### config.mk
export PLATFORM = sky130hd
export DESIGN_NAME = axil_rr_arbiter
export DESIGN_NICKNAME = d
export VERILOG_FILES = /design/src/rtl/axil_arb_pkg.sv /design/src/rtl/axil_rr_arbiter_rr_pick.sv /design/src/rtl/axil_rr_arbiter.sv
export SDC_FILE = /design/constraint.sdc
export NUM_CORES = 1
export LEC_CHECK = 0
export ABC_AREA = 1
export CAP_MARGIN = 15
export CORE_AREA = 5 5 166 168
export CTS_CLUSTER_SIZE = 30
export DETAILED_ROUTE_END_ITERATION = 6
export DIE_AREA = 0 0 171 173
export SYNTH_ARGS = -nofsm -noshare
export SYNTH_HDL_FRONTEND = slang
export SYNTH_HIERARCHICAL = 1
export SYNTH_SLANG_ARGS = --single-unit
export TNS_END_PERCENT = 50
### constraint.sdc
create_clock -name ACLK -period 1.2 [get_ports ACLK]
set_input_delay 0.24 -clock ACLK [delete_from_list [all_inputs] [get_ports ACLK]]
set_output_delay 0.24 -clock ACLK [all_outputs]
set_load 0.005 [all_outputs]
### src/rtl/axil_arb_pkg.sv
// Shared types for the AXI4-Lite round-robin arbiter.
// Holds the arbiter state encoding and the AXI response codes.
package axil_arb_pkg;

    typedef enum logic [2:0] {
        IDLE  = 3'd0,
        WADDR = 3'd1,
        WRESP = 3'd2,
        RADDR = 3'd3,
        RRESP = 3'd4
    } arb_state_e;

    localparam logic [1:0] RESP_OKAY   = 2'b00;
    localparam logic [1:0] RESP_SLVERR = 2'b10;

endpackage

### src/rtl/axil_rr_arbiter_rr_pick.sv
// Combinational round-robin picker: first set req bit at or after ptr.
// Ports: req (request vector), ptr (start index), idx (winner), valid.
module rr_pick #(
    parameter int NUM_M = 2,
    parameter int IW    = (NUM_M > 1) ? $clog2(NUM_M) : 1
) (
    input  logic [NUM_M-1:0] req,
    input  logic [IW-1:0]    ptr,
    output logic [IW-1:0]    idx,
    output logic             valid
);

    int          j;
    logic [IW-1:0] j_idx;

    always_comb begin
        idx   = '0;
        valid = 1'b0;
        j     = 0;
        j_idx = '0;
        for (int k = 0; k < NUM_M; k++) begin
            j     = (int'(ptr) + k) % NUM_M;
            j_idx = IW'(j);
            if (!valid && req[j_idx]) begin
                valid = 1'b1;
                idx   = j_idx;
            end
        end
    end

endmodule

### src/rtl/axil_rr_arbiter.sv
// Round-robin arbiter sharing one AXI4-Lite slave port among NUM_M requesters.
// Ports: S_* packed per-requester AXI-Lite buses (slice i = requester i),
//        M_* single AXI-Lite bus to the bridge, ACLK clock, ARESET sync reset.
module axil_rr_arbiter
    import axil_arb_pkg::*;
#(
    parameter int NUM_M      = 2,
    parameter int DATA_WIDTH = 32,
    parameter int ADDRESS    = 32
) (
    input  logic                        ACLK,
    input  logic                        ARESET,
    input  logic [NUM_M*ADDRESS-1:0]    S_AWADDR,
    input  logic [NUM_M-1:0]            S_AWVALID,
    output logic [NUM_M-1:0]            S_AWREADY,
    input  logic [NUM_M*DATA_WIDTH-1:0] S_WDATA,
    input  logic [NUM_M*4-1:0]          S_WSTRB,
    input  logic [NUM_M-1:0]            S_WVALID,
    output logic [NUM_M-1:0]            S_WREADY,
    output logic [NUM_M*2-1:0]          S_BRESP,
    output logic [NUM_M-1:0]            S_BVALID,
    input  logic [NUM_M-1:0]            S_BREADY,
    input  logic [NUM_M*ADDRESS-1:0]    S_ARADDR,
    input  logic [NUM_M-1:0]            S_ARVALID,
    output logic [NUM_M-1:0]            S_ARREADY,
    output logic [NUM_M*DATA_WIDTH-1:0] S_RDATA,
    output logic [NUM_M*2-1:0]          S_RRESP,
    output logic [NUM_M-1:0]            S_RVALID,
    input  logic [NUM_M-1:0]            S_RREADY,
    output logic [ADDRESS-1:0]          M_AWADDR,
    output logic                        M_AWVALID,
    input  logic                        M_AWREADY,
    output logic [DATA_WIDTH-1:0]       M_WDATA,
    output logic [3:0]                  M_WSTRB,
    output logic                        M_WVALID,
    input  logic                        M_WREADY,
    input  logic [1:0]                  M_BRESP,
    input  logic                        M_BVALID,
    output logic                        M_BREADY,
    output logic [ADDRESS-1:0]          M_ARADDR,
    output logic                        M_ARVALID,
    input  logic                        M_ARREADY,
    input  logic [DATA_WIDTH-1:0]       M_RDATA,
    input  logic [1:0]                  M_RRESP,
    input  logic                        M_RVALID,
    output logic                        M_RREADY
);

    localparam int IW = (NUM_M > 1) ? $clog2(NUM_M) : 1;

    arb_state_e       state;
    logic [IW-1:0]    gnt;
    logic [IW-1:0]    rr_ptr;
    logic [IW-1:0]    ptr_nxt;
    logic             aw_done;
    logic             w_done;

    logic [NUM_M-1:0] wreq;
    logic [NUM_M-1:0] req;
    logic [IW-1:0]    pick_idx;
    logic             pick_valid;

    logic             aw_hs;
    logic             w_hs;
    logic             b_hs;
    logic             ar_hs;
    logic             r_hs;

    assign wreq = S_AWVALID & S_WVALID;
    assign req  = wreq | S_ARVALID;

    rr_pick #(
        .NUM_M (NUM_M),
        .IW    (IW)
    ) u_pick (
        .req   (req),
        .ptr   (rr_ptr),
        .idx   (pick_idx),
        .valid (pick_valid)
    );

    assign aw_hs = M_AWVALID & M_AWREADY;
    assign w_hs  = M_WVALID & M_WREADY;
    assign b_hs  = M_BVALID & M_BREADY;
    assign ar_hs = M_ARVALID & M_ARREADY;
    assign r_hs  = M_RVALID & M_RREADY;

    assign ptr_nxt = (int'(gnt) == NUM_M - 1) ? '0 : gnt + 1'b1;

    always_ff @(posedge ACLK) begin
        if (ARESET) begin
            state   <= IDLE;
            gnt     <= '0;
            rr_ptr  <= '0;
            aw_done <= 1'b0;
            w_done  <= 1'b0;
        end else begin
            unique case (state)
                IDLE: begin
                    if (pick_valid) begin
                        gnt   <= pick_idx;
                        // A requester offering both directions gets its write first.
                        state <= wreq[pick_idx] ? WADDR : RADDR;
                    end
                end
                WADDR: begin
                    if ((aw_done | aw_hs) & (w_done | w_hs)) begin
                        aw_done <= 1'b0;
                        w_done  <= 1'b0;
                        state   <= WRESP;
                    end else begin
                        aw_done <= aw_done | aw_hs;
                        w_done  <= w_done | w_hs;
                    end
                end
                WRESP: begin
                    if (b_hs) begin
                        rr_ptr <= ptr_nxt;
                        state  <= IDLE;
                    end
                end
                RADDR: begin
                    if (ar_hs) state <= RRESP;
                end
                RRESP: begin
                    if (r_hs) begin
                        rr_ptr <= ptr_nxt;
                        state  <= IDLE;
                    end
                end
                default: state <= IDLE;
            endcase
        end
    end

    // Only the granted slice is ever driven; everything else stays 0.
    always_comb begin
        S_AWREADY = '0;
        S_WREADY  = '0;
        S_BVALID  = '0;
        S_ARREADY = '0;
        S_RVALID  = '0;
        S_BRESP   = {NUM_M{RESP_OKAY}};
        S_RRESP   = {NUM_M{RESP_OKAY}};
        S_RDATA   = '0;
        M_AWADDR  = '0;
        M_AWVALID = 1'b0;
        M_WDATA   = '0;
        M_WSTRB   = '0;
        M_WVALID  = 1'b0;
        M_BREADY  = 1'b0;
        M_ARADDR  = '0;
        M_ARVALID = 1'b0;
        M_RREADY  = 1'b0;
        for (int i = 0; i < NUM_M; i++) begin
            if (i == int'(gnt)) begin
                unique case (state)
                    WADDR: begin
                        // Done flags stop a completed channel from re-issuing.
                        M_AWVALID    = S_AWVALID[i] & ~aw_done;
                        M_WVALID     = S_WVALID[i] & ~w_done;
                        M_AWADDR     = S_AWADDR[i*ADDRESS +: ADDRESS];
                        M_WDATA      = S_WDATA[i*DATA_WIDTH +: DATA_WIDTH];
                        M_WSTRB      = S_WSTRB[i*4 +: 4];
                        S_AWREADY[i] = M_AWREADY & ~aw_done;
                        S_WREADY[i]  = M_WREADY & ~w_done;
                    end
                    WRESP: begin
                        S_BVALID[i]       = M_BVALID;
                        S_BRESP[i*2 +: 2] = M_BRESP;
                        M_BREADY          = S_BREADY[i];
                    end
                    RADDR: begin
                        M_ARVALID    = S_ARVALID[i];
                        M_ARADDR     = S_ARADDR[i*ADDRESS +: ADDRESS];
                        S_ARREADY[i] = M_ARREADY;
                    end
                    RRESP: begin
                        S_RVALID[i]                        = M_RVALID;
                        S_RRESP[i*2 +: 2]                  = M_RRESP;
                        S_RDATA[i*DATA_WIDTH +: DATA_WIDTH] = M_RDATA;
                        M_RREADY                           = S_RREADY[i];
                    end
                    default: ;
                endcase
            end
        end
    end

endmodule

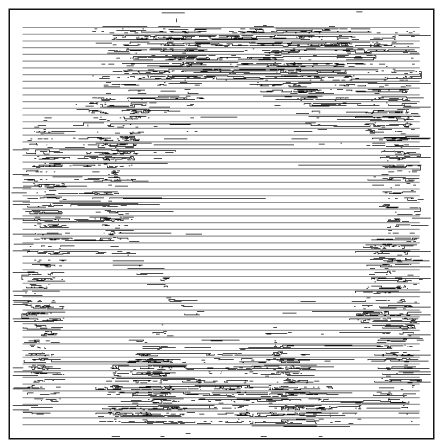
(images/m1.png)
Supply wires on this layer in grey.
nets with wire on the layer = 1204
share of all routed wire = 36%
longest straight run = 81.0 um

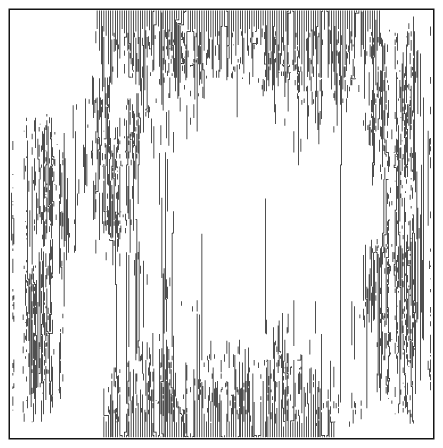
(images/m2.png)
share of all routed wire = 53%
nets with wire on the layer = 1196
wire length on this layer = 14000 um
main direction = vertical
longest straight run = 97.9 um
via count: 6164
met2 Use GR: 0.287

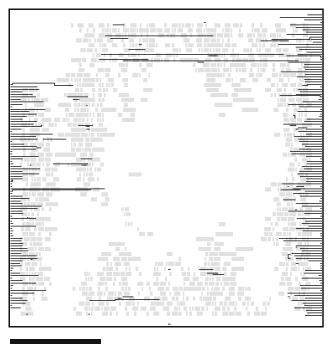
(images/m3.png)
Bar = 50 um. Cells faint in the background.
wire length on this layer = 2580 um
longest straight run = 99.8 um

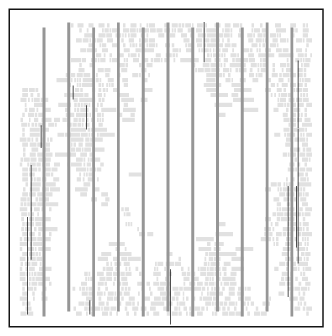
(images/m4.png)
Supply wires on this layer in grey. Cells faint in the background.
share of all routed wire = 1.5%
nets with wire on the layer = 12
wire length on this layer = 401 um
Post-Route WL: 26500 um

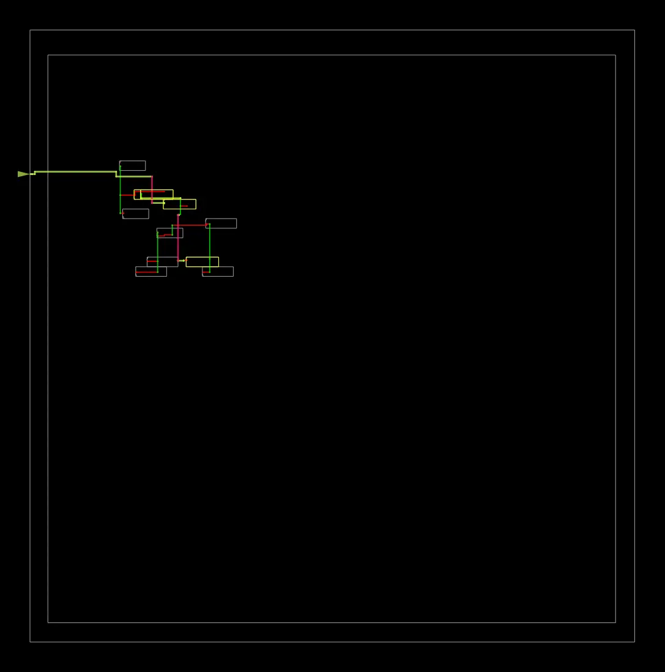
(images/clock_nets.png)
Clock Latency Late Sink: 240 ps
total CTS buffers: 3

==> run notes <==
impl run done, here's what came out: max-slew headroom at the worst pin 0.765, H-tree levels 1, post-route insts no fill 1485, Cell area leaders nand2_1, nor3_1, a21oi_1, inv_1, a31oi_1, Area growth syn-to-layout 242%, placed cell count 1401, CTS hold repair buffers 0, status finished with violations, cell count after synthesis 614, setup violators final 194, worst slew pin tran 349 ps, Top-area cell share 0.263, FP Rows 59, Setup WS post-layout -755 ps, final period utilization 1.63, Max VDD drop 0.578 mV, crit-path max FO 16, Leakage Power 4.82 nW, clk root buf clkbuf_16, failing checks setup timing
worst max-delay path, delay by kind of cell (launching register included):
kind                   cells  cell delay, ps
buffers and inverters      6             840
flip-flops                 1             360
AND-OR/OR-AND              1             160
AND/OR/NAND/NOR            2             110
state kept, by name, indices dropped and copies added, names as in the netlist:
name	count
aw_done	1
w_done	1
state	3
gnt	1
rr_ptr	1
worst paths after layout:
kind,endpoint,depth (start not counted),start,slack [ps]
min reg2reg,rr_ptr,2,rr_ptr,550
max reg2reg,rr_ptr,11,state[2],-640
min,rr_ptr,2,rr_ptr,550
max,M_ARADDR[31],9,state[0],-750
final cells by class:
class,instances,area (um^2)
Timing Repair inverter,1,7.51
Multi-Input combinational cell,456,2970
Clock inverter,1,5.00
Sequential cell,7,155
Tap cell,335,419
Timing Repair Buffer,585,5530
Fill cell,2659,16200
Inverter,97,392
Clock buffer,3,75.1
cells in the final DEF, fill, tap and decap left out, drive strengths merged, types with 6 or more instances in the layout:
cell type	Yosys	layout
buf	28	258
clkdlybuf4s50	0	252
inv	97	95
nand2	196	196
o21ai	10	10
a31oi	32	32
nor2	50	50
nand3	6	6
nor3	86	86
dlygate4sd2	0	14
dfxtp	7	7
clkbuf	26	45
clkdlybuf4s15	0	10
dlymetal6s2s	0	7
a21oi	74	74
per-stage QoR:
stage | hold WS (ps) | setup TNS, ps
6_report | 552 | -118340
5_1_grt | 561 | -131340
4_1_cts | 547 | -145900
3_5_place_dp | 534 | -127010
3_3_place_gp | 533 | -126070
2_1_floorplan | 309 | -9450
timing repair:
item,4_1_cts,5_1_grt
setup buffers,21,40
gates cloned,11,10
endpoints found under the setup margin,194,194
resized,256,550
pin swaps,14,14
cell families (layout without fill, tap and decap cells):
group                  count (synthesis)  count (layout)  synth area share
DFF                                    7               7            0.0501
and+or+nand+nor                      339             339             0.502
AOI/OAI and AO/OA                    117             117             0.225
buffers and inverters                151             687             0.223
metal layers:
metal	wire length (um)	up-vias	GRT usage	part of all wire
met3	2580	24	0.0393	0.097
met4	400	0	0.0221	0.015
met5	0	-	0	0
met2	14000	298	0.287	0.53
met1	9460	2820	0.165	0.36
li1	-	3022	-	-
power breakdown:
part	internal [mW]	switching, mW
Sequential	0.315	0.129
Clock	0.439	0.142
Combinational	5.22	5.08
Power and IR drop assume default switching activity.
